==> images/m3.png <==
Scale: 6 px per µm.
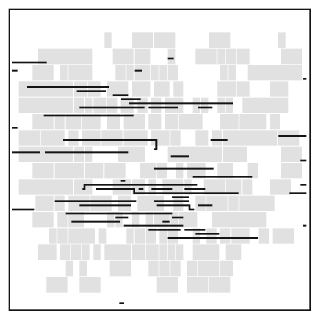
==> images/congestion_map.png <==
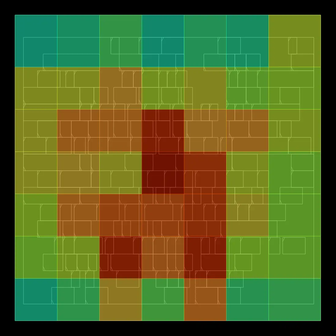
==> images/m1.png <==
Scale: 8 px per µm.
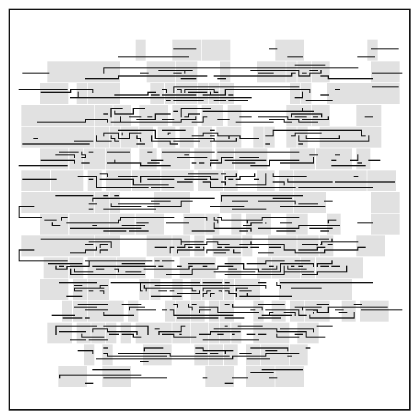
[src/rtl/register_univ_nbit_if.sv]
// Bus bundle for register_univ_nbit: control, data and status of one universal register.
interface register_univ_nbit_if #(
    parameter int WIDTH = 8
);
    logic             Ce;
    logic [2:0]       mode;
    logic [WIDTH-1:0] Din;
    logic             sin_r;
    logic             sin_l;
    logic [WIDTH-1:0] Dout;
    logic             cout;
    logic             zero;

    modport master (
        output Ce, mode, Din, sin_r, sin_l,
        input  Dout, cout, zero
    );

    modport slave (
        input  Ce, mode, Din, sin_r, sin_l,
        output Dout, cout, zero
    );
endinterface

[src/rtl/register_univ_nbit.sv]
// WIDTH-bit universal register: hold/load/shift/rotate/inc/dec with registered cout and zero flag.
// Optional macro REGISTER_UNIV_SAT_EN makes inc/dec saturate instead of wrapping.
module register_univ_nbit #(
    parameter int          WIDTH     = 8,
    parameter logic [31:0] RESET_VAL = 32'd0
) (
    input  logic              clk,
    input  logic              rst,
    register_univ_nbit_if.slave bus
);
    typedef enum logic [2:0] {
        MODE_HOLD = 3'b000,
        MODE_LOAD = 3'b001,
        MODE_SHL  = 3'b010,
        MODE_SHR  = 3'b011,
        MODE_ROTL = 3'b100,
        MODE_ROTR = 3'b101,
        MODE_INC  = 3'b110,
        MODE_DEC  = 3'b111
    } mode_t;

    localparam logic [WIDTH-1:0] RESET_DATA = RESET_VAL[WIDTH-1:0];
    localparam logic [WIDTH:0]   ONE_EXT    = {{WIDTH{1'b0}}, 1'b1};

    logic [WIDTH-1:0] data_q;
    logic [WIDTH-1:0] data_n;
    logic             cout_q;
    logic             cout_n;
    logic [WIDTH:0]   sum;
    logic [WIDTH:0]   diff;
    mode_t            op;

    assign op   = mode_t'(bus.mode);
    assign sum  = {1'b0, data_q} + ONE_EXT;
    assign diff = {1'b0, data_q} - ONE_EXT;

    // The top bit of the W+1-bit intermediates is the carry (inc) or borrow (dec).
    always_comb begin
        data_n = data_q;
        cout_n = cout_q;
        case (op)
            MODE_HOLD: begin
                data_n = data_q;
                cout_n = cout_q;
            end
            MODE_LOAD: begin
                data_n = bus.Din;
                cout_n = 1'b0;
            end
            MODE_SHL: begin
                data_n = {data_q[WIDTH-2:0], bus.sin_r};
                cout_n = data_q[WIDTH-1];
            end
            MODE_SHR: begin
                data_n = {bus.sin_l, data_q[WIDTH-1:1]};
                cout_n = data_q[0];
            end
            MODE_ROTL: begin
                data_n = {data_q[WIDTH-2:0], data_q[WIDTH-1]};
                cout_n = data_q[WIDTH-1];
            end
            MODE_ROTR: begin
                data_n = {data_q[0], data_q[WIDTH-1:1]};
                cout_n = data_q[0];
            end
            MODE_INC: begin
`ifdef REGISTER_UNIV_SAT_EN
                data_n = sum[WIDTH] ? data_q : sum[WIDTH-1:0];
`else
                data_n = sum[WIDTH-1:0];
`endif
                cout_n = sum[WIDTH];
            end
            MODE_DEC: begin
`ifdef REGISTER_UNIV_SAT_EN
                data_n = diff[WIDTH] ? data_q : diff[WIDTH-1:0];
`else
                data_n = diff[WIDTH-1:0];
`endif
                cout_n = diff[WIDTH];
            end
            default: begin
                data_n = data_q;
                cout_n = cout_q;
            end
        endcase
    end

    always_ff @(posedge clk or posedge rst) begin
        if (rst) begin
            data_q <= RESET_DATA;
            cout_q <= 1'b0;
        end else if (bus.Ce) begin
            data_q <= data_n;
            cout_q <= cout_n;
        end
    end

    assign bus.Dout = data_q;
    assign bus.cout = cout_q;
    assign bus.zero = (data_q == '0);
endmodule

[src/flat_wrapper.sv]
// flat-port wrapper written by rule: the top's interface ports become plain ports
module register_univ_nbit_flat 
#(
    parameter int          WIDTH     = 8,
    parameter logic [31:0] RESET_VAL = 32'd0
)
  (clk, rst, bus_Ce, bus_mode, bus_Din, bus_sin_r, bus_sin_l, bus_Dout, bus_cout, bus_zero);
  register_univ_nbit_if #(.WIDTH(WIDTH)) bus_i ();
  input  logic clk;
  input  logic rst;
  input wire logic [$bits(bus_i.Ce)-1:0] bus_Ce;
  input wire logic [$bits(bus_i.mode)-1:0] bus_mode;
  input wire logic [$bits(bus_i.Din)-1:0] bus_Din;
  input wire logic [$bits(bus_i.sin_r)-1:0] bus_sin_r;
  input wire logic [$bits(bus_i.sin_l)-1:0] bus_sin_l;
  output wire logic [$bits(bus_i.Dout)-1:0] bus_Dout;
  output wire logic [$bits(bus_i.cout)-1:0] bus_cout;
  output wire logic [$bits(bus_i.zero)-1:0] bus_zero;
  assign bus_i.Ce = bus_Ce;
  assign bus_i.mode = bus_mode;
  assign bus_i.Din = bus_Din;
  assign bus_i.sin_r = bus_sin_r;
  assign bus_i.sin_l = bus_sin_l;
  assign bus_Dout = bus_i.Dout;
  assign bus_cout = bus_i.cout;
  assign bus_zero = bus_i.zero;
  register_univ_nbit #(.WIDTH(WIDTH), .RESET_VAL(RESET_VAL)) u_core (.clk(clk), .rst(rst), .bus(bus_i));
endmodule
[config.mk]
export PLATFORM = sky130hd
export DESIGN_NAME = register_univ_nbit_flat
export DESIGN_NICKNAME = d
export VERILOG_FILES = /design/src/rtl/register_univ_nbit_if.sv /design/src/rtl/register_univ_nbit.sv /design/src/flat_wrapper.sv
export SDC_FILE = /design/constraint.sdc
export NUM_CORES = 1
export LEC_CHECK = 0
export CORE_UTILIZATION = 48
export DETAILED_ROUTE_END_ITERATION = 10
export GPL_TIMING_DRIVEN = 0
export PLACE_DENSITY = 0.77
export SLEW_MARGIN = 10
export SYNTH_ARGS = -nofsm -noshare
export SYNTH_HDL_FRONTEND = slang
export SYNTH_SLANG_ARGS = --single-unit
[constraint.sdc]
create_clock -name clk -period 3.3 [get_ports clk]
set_input_delay 0.66 -clock clk [delete_from_list [all_inputs] [get_ports clk]]
set_output_delay 0.66 -clock clk [all_outputs]
set_load 0.02 [all_outputs]
==> results.txt <==
Observations from the implementation run.

Placement:
- The placement stage leaves a total instance area of 1360 µm².
- The run puts the detailed placer's ending HPWL at 2440 µm.
- The run gives the total instance count after detailed placement as 190.
- The run puts the number of buffers inserted by port buffering at 22.
- The pre-CTS setup check shows a worst slack of between 0.4 and 0.5 ns.
- The run gives the global placer's final weighted congestion as 0.918.

Layout:
- The run gives the filler cell count as 186.
- The run gives the layout overhead on the synthesized area as 25.5%.
- The most common logic cell in the final layout is sky130_fd_sc_hd__clkdlybuf4s50_1.
- The run puts the number of nets in the finished design at 186.
- The run puts the non-filler instance count after layout at 194.
- The run puts the cell area after layout at 1380 µm².
- The run gives the final antenna diode count as 0.
- The top cell types in the final layout, fill and taps aside, are sky130_fd_sc_hd__clkdlybuf4s50_1 (22), sky130_fd_sc_hd__nand2_1 (17), sky130_fd_sc_hd__o21ai_0 (10), sky130_fd_sc_hd__a21oi_1 (10), sky130_fd_sc_hd__dfrtp_1 (9).
- The run gives the fraction of final layout cells sized beyond drive strength 1 as 0.126.

Logic synthesis:
- Of all cell types, the one taking the most synthesized area is sky130_fd_sc_hd__dfrtp_1.
- The synthesis stat section lists a flop and latch total of 9.
- The run puts the floorplan net count at around 160.
- In this run the cell area of the synthesized design comes to 1100 µm².
- The run gives the number of library cell types mapped by synthesis as about 52.
- Among all flip-flop cells after synthesis, the most frequent one is sky130_fd_sc_hd__dfrtp_1.
- The post-synth count of flops with an enable pin is 0.
- The run gives the share of the synthesized area in the top cell type as 0.205.
- The main area contributors are sky130_fd_sc_hd__dfrtp_1 (20%), sky130_fd_sc_hd__nand2_1 (5.8%), sky130_fd_sc_hd__a21oi_1 (4.5%).
- The run gives the average cell area after synthesis as between 7 and 8 µm².
- Counting flops with an async set or reset pin after synthesis yields a share of 1.00.
- Per Yosys stat, the portion of area used by sequential elements is 0.205.
- The run gives the post-synthesis instance total as 141.
- The run gives the number of cells in the yosys synthesis report as ~140.
- The run gives the number of warnings reported in the yosys synthesis log as 0.
- The run puts the yosys synthesis chip area at 1100 µm².

Clocking:
- Per the CTS log, the maximum H-tree level is 1.
- After clock tree synthesis, the setup repair step added 0 buffers.
- In this run the clock root is driven by a sky130_fd_sc_hd__clkbuf_4.
- The run gives the number of buffers inserted during clock tree synthesis as 3.
- The run gives the insertion delay at the late pin of the worst-skew pair as approximately 0.27 ns.
- Looking at the worst setup and hold paths, the clock pins of their registers show a slew of around 0.06 ns.
- The run gives the sink count of the clock tree as 9.
- The run gives the number of buffers on the longest clock path as 2.
- The run gives the number of buffers inserted by hold repair at cts as 0.
- TritonCTS built the clock tree.
- The run puts the post-CTS resize count at 0.

Floorplan:
- After floorplanning, the core was divided into 16 placement rows.
- The run puts the die boundary width at 49.9 µm.
- In the floorplan report the effective utilization is 0.534.
- The run gives the placeable core area as 2060 µm².
- The run puts the top-level I/O count at 26.
- Per the OpenROAD floorplan log, the area of the die is roughly 2500 µm².
- The run puts the chip height at 49.9 µm.

Power and ir drop:
- The run gives the maximum VDD drop as roughly 0.31 mV.
- The run puts the total power consumption of the routed design at 583 µW.
- The run puts the power density over the cells at 422 nW/µm².
- The power report lists cell-internal power as 324 µW.
- The run gives the combinational group share of total power as 0.556.
- The run gives the relative contribution of the clock network to total power as 0.149.
- The run gives the sequential share of power as 0.295.
- In this run the static leakage power is approximately 0.54 nW.
- In this run the power spent charging and discharging nets is 260 µW.
- The run puts the proportion of total power due to net switching at 0.445.

GRT:
- The run puts the final global-route overflow total at 0.
- The run puts the global-route wire length before repair at 5610 µm.
- The initial antenna violation count came to 0.
- The via count of the first global-routing pass was approximately 1200.
- The run gives the maximum number of pins on one net before global-route repair as 11.

Route:
- The run gives the via count normalized by instance count as between 6 and 7.
- The run puts the total DRC errors in the routed layout at 0.
- The run puts the violation count after the first detailed-route iteration at around 80.
- According to the report, the first pass of detailed routing completed in 4 iterations.
- The run gives the post-route antenna net violation count as 0.

Critical path:
- The run gives the maximum cell stage delay along the critical path as about 0.66 ns.
- The run gives the data arrival at the endpoint of the critical path as about 2.5 ns.
- Per STA, the startpoint of the critical path is u_core.bus.Dout[0]$_DFFE_PP0P_.
- The setup path with the least slack is of type reg -> out.
- The endpoint identified for the worst register-to-register timing path is u_core.bus.Dout[6]$_DFFE_PP0P_.
- The run gives the worst path required time as between 2 and 3 ns.
- Setup slack on the worst reg-to-reg path comes out at 1.18 ns.
- STA classifies the critical path endpoint as an output port.
- The critical path maximum fanout is 10.
- In this run the critical register-to-register path is launched from u_core.bus.Dout[0]$_DFFE_PP0P_.
- The worst setup path is launched from a flop.
- Walking the worst path, the cells encountered are inv_1, ha_1, or4b_4, nor4_2, clkdlybuf4s50_1.
- For this design, the slowest cell found on the critical path is sky130_fd_sc_hd__clkdlybuf4s50_1.
- The run puts the path depth of the worst reg2reg path at 7.

Timing:
- The run gives the max-slew violation count as 0.
- Measured against its own limit, the worst slew margin works out to 0.442.
- The run puts the post-layout worst setup margin at around 0.097 ns.
- From the final report, the count of setup violators was given as 0.
- The final timing report lists a hold violation count of 0.
- Setup repair after global routing left no endpoint under its margin.
- The run gives the setup TNS as 0 ns.
- The run gives the achievable clock frequency as about 310 MHz.
- Looking at the max-slew report, the worst-margin pin has a slew of 0.832 ns.
- The run puts the post-route minimum period at 3.20 ns.
- The run puts the worst slack on hold paths at between 0.5 and 0.6 ns.
- Post-route period utilization is reported as 0.971.
- The run puts the worst-case clock skew at 0.00691 ns.

Worst hold path:
- The run gives the startpoint of the worst hold path as u_core.bus.cout$_DFFE_PP0P_.
- Along the worst hold path, the cell count comes to 2.
- In this run the worst hold path is classified as reg -> reg.
- The endpoint of the worst hold path is reported as u_core.bus.cout$_DFFE_PP0P_.

Run:
- The logs give a warning total of 27.
- The run puts the reported max-cap violation count at 0.

Outcome:
- The run finished with clean final reports.
About m3.png:
The layer carries 308 µm of wire. The longest straight run is 18.6 µm. 38 nets have wire on it.
met3 GRT Util: 0.0864
Routed WL: 3360 µm

About congestion_map.png:
met2 track demand over resource in global routing: 0.459
wire per inst: 17.3 µm
routing layer with the top usage in global route: met2
final core area utilization: 0.670
GRT Overall Usage: 0.301

About m1.png:
The wires run mostly horizontal. 162 nets have wire on it.
global routing met1 resource utilization: 0.393
overall via count from detail_route: 1261

area by class of cell:
| cell class | count | area (µm²) | area share |
|---|---|---|---|
| Tap cell | 27 | 33.8 | 0.0245 |
| Inverter | 6 | 22.5 | 0.0163 |
| Clock buffer | 4 | 26.3 | 0.0190 |
| Timing Repair Buffer | 22 | 220 | 0.159 |
| Multi-Input combinational cell | 112 | 779 | 0.564 |
| Sequential cell | 9 | 225 | 0.163 |
| Buffer | 14 | 73.8 | 0.0534 |
power groups by stage:
stage / sequential [mW] / combinational (mW) / clock [mW]
4_1_cts: 0.170 / 0.320 / 0.0896
6_report: 0.172 / 0.324 / 0.0871
2_1_floorplan: 0.190 / 0.190 / 0
3_5_place_dp: 0.172 / 0.318 / 0
5_1_grt: 0.174 / 0.352 / 0.0958
3_3_place_gp: 0.170 / 0.314 / 0
how the worst max path moves through the flow:
stage	end	slack [ns]	cells after the start
after floorplan	bus_zero	0.89	4
after global placement	bus_zero	0.42	5
after detailed placement	bus_zero	0.42	5
after CTS	bus_zero	0.12	5
after global routing	bus_zero	0.002	5
final	bus_zero	0.1	5
sequential cells by signal, summed over array words and instances (netlist names):
signal           count
u_core.bus.Dout      8
u_core.bus.cout      1
synth_stat cells, types with 2 or more instances:
library cell	n
sky130_fd_sc_hd__a22o_1	2
sky130_fd_sc_hd__o21ai_0	10
sky130_fd_sc_hd__nand4_1	3
sky130_fd_sc_hd__o32ai_1	2
sky130_fd_sc_hd__a32oi_1	2
sky130_fd_sc_hd__xor2_1	3
sky130_fd_sc_hd__a31oi_1	3
sky130_fd_sc_hd__nand2_1	17
sky130_fd_sc_hd__buf_6	2
sky130_fd_sc_hd__ha_1	2
sky130_fd_sc_hd__nand3_1	8
sky130_fd_sc_hd__a21oi_1	10
sky130_fd_sc_hd__buf_2	5
sky130_fd_sc_hd__o31ai_2	2
sky130_fd_sc_hd__nor2b_1	2
sky130_fd_sc_hd__buf_1	2
sky130_fd_sc_hd__nor2_1	5
sky130_fd_sc_hd__xnor2_1	3
sky130_fd_sc_hd__clkbuf_1	5
sky130_fd_sc_hd__nand3b_1	2
sky130_fd_sc_hd__inv_1	6
sky130_fd_sc_hd__o211ai_1	2
sky130_fd_sc_hd__and3_1	2
sky130_fd_sc_hd__a32o_1	2
sky130_fd_sc_hd__dfrtp_1	9
sky130_fd_sc_hd__mux2i_1	4
cell families (layout without fill, tap and decap cells):
kind of cell / count (synthesis) / in the layout / synth area share
simple gates: 52 / 52 / 0.282
flops: 9 / 9 / 0.205
xor+xnor: 6 / 6 / 0.0477
buf+inv: 20 / 46 / 0.0875
mux: 5 / 5 / 0.0466
compound gates: 47 / 47 / 0.309
fa+ha+maj: 2 / 2 / 0.0227
critical path: cells and delay by family, from the launching register on:
family | cells | cell delay, ns
buffers and inverters | 2 | 0.82
and+or+nand+nor | 2 | 0.74
DFF | 1 | 0.50
adders and majority gates | 1 | 0.22
per-layer routing:
| metal | vias to the layer above | track usage | part of all wire |
|---|---|---|---|
| li1 | 586 | - | - |
| met5 | - | 0 | 0 |
| met2 | 86 | 0.459 | 0.46 |
| met3 | 13 | 0.0864 | 0.091 |
| met1 | 576 | 0.393 | 0.42 |
| met4 | 0 | 0.119 | 0.029 |
Power figures rest on the tool's default switching activity, not on a simulated workload.
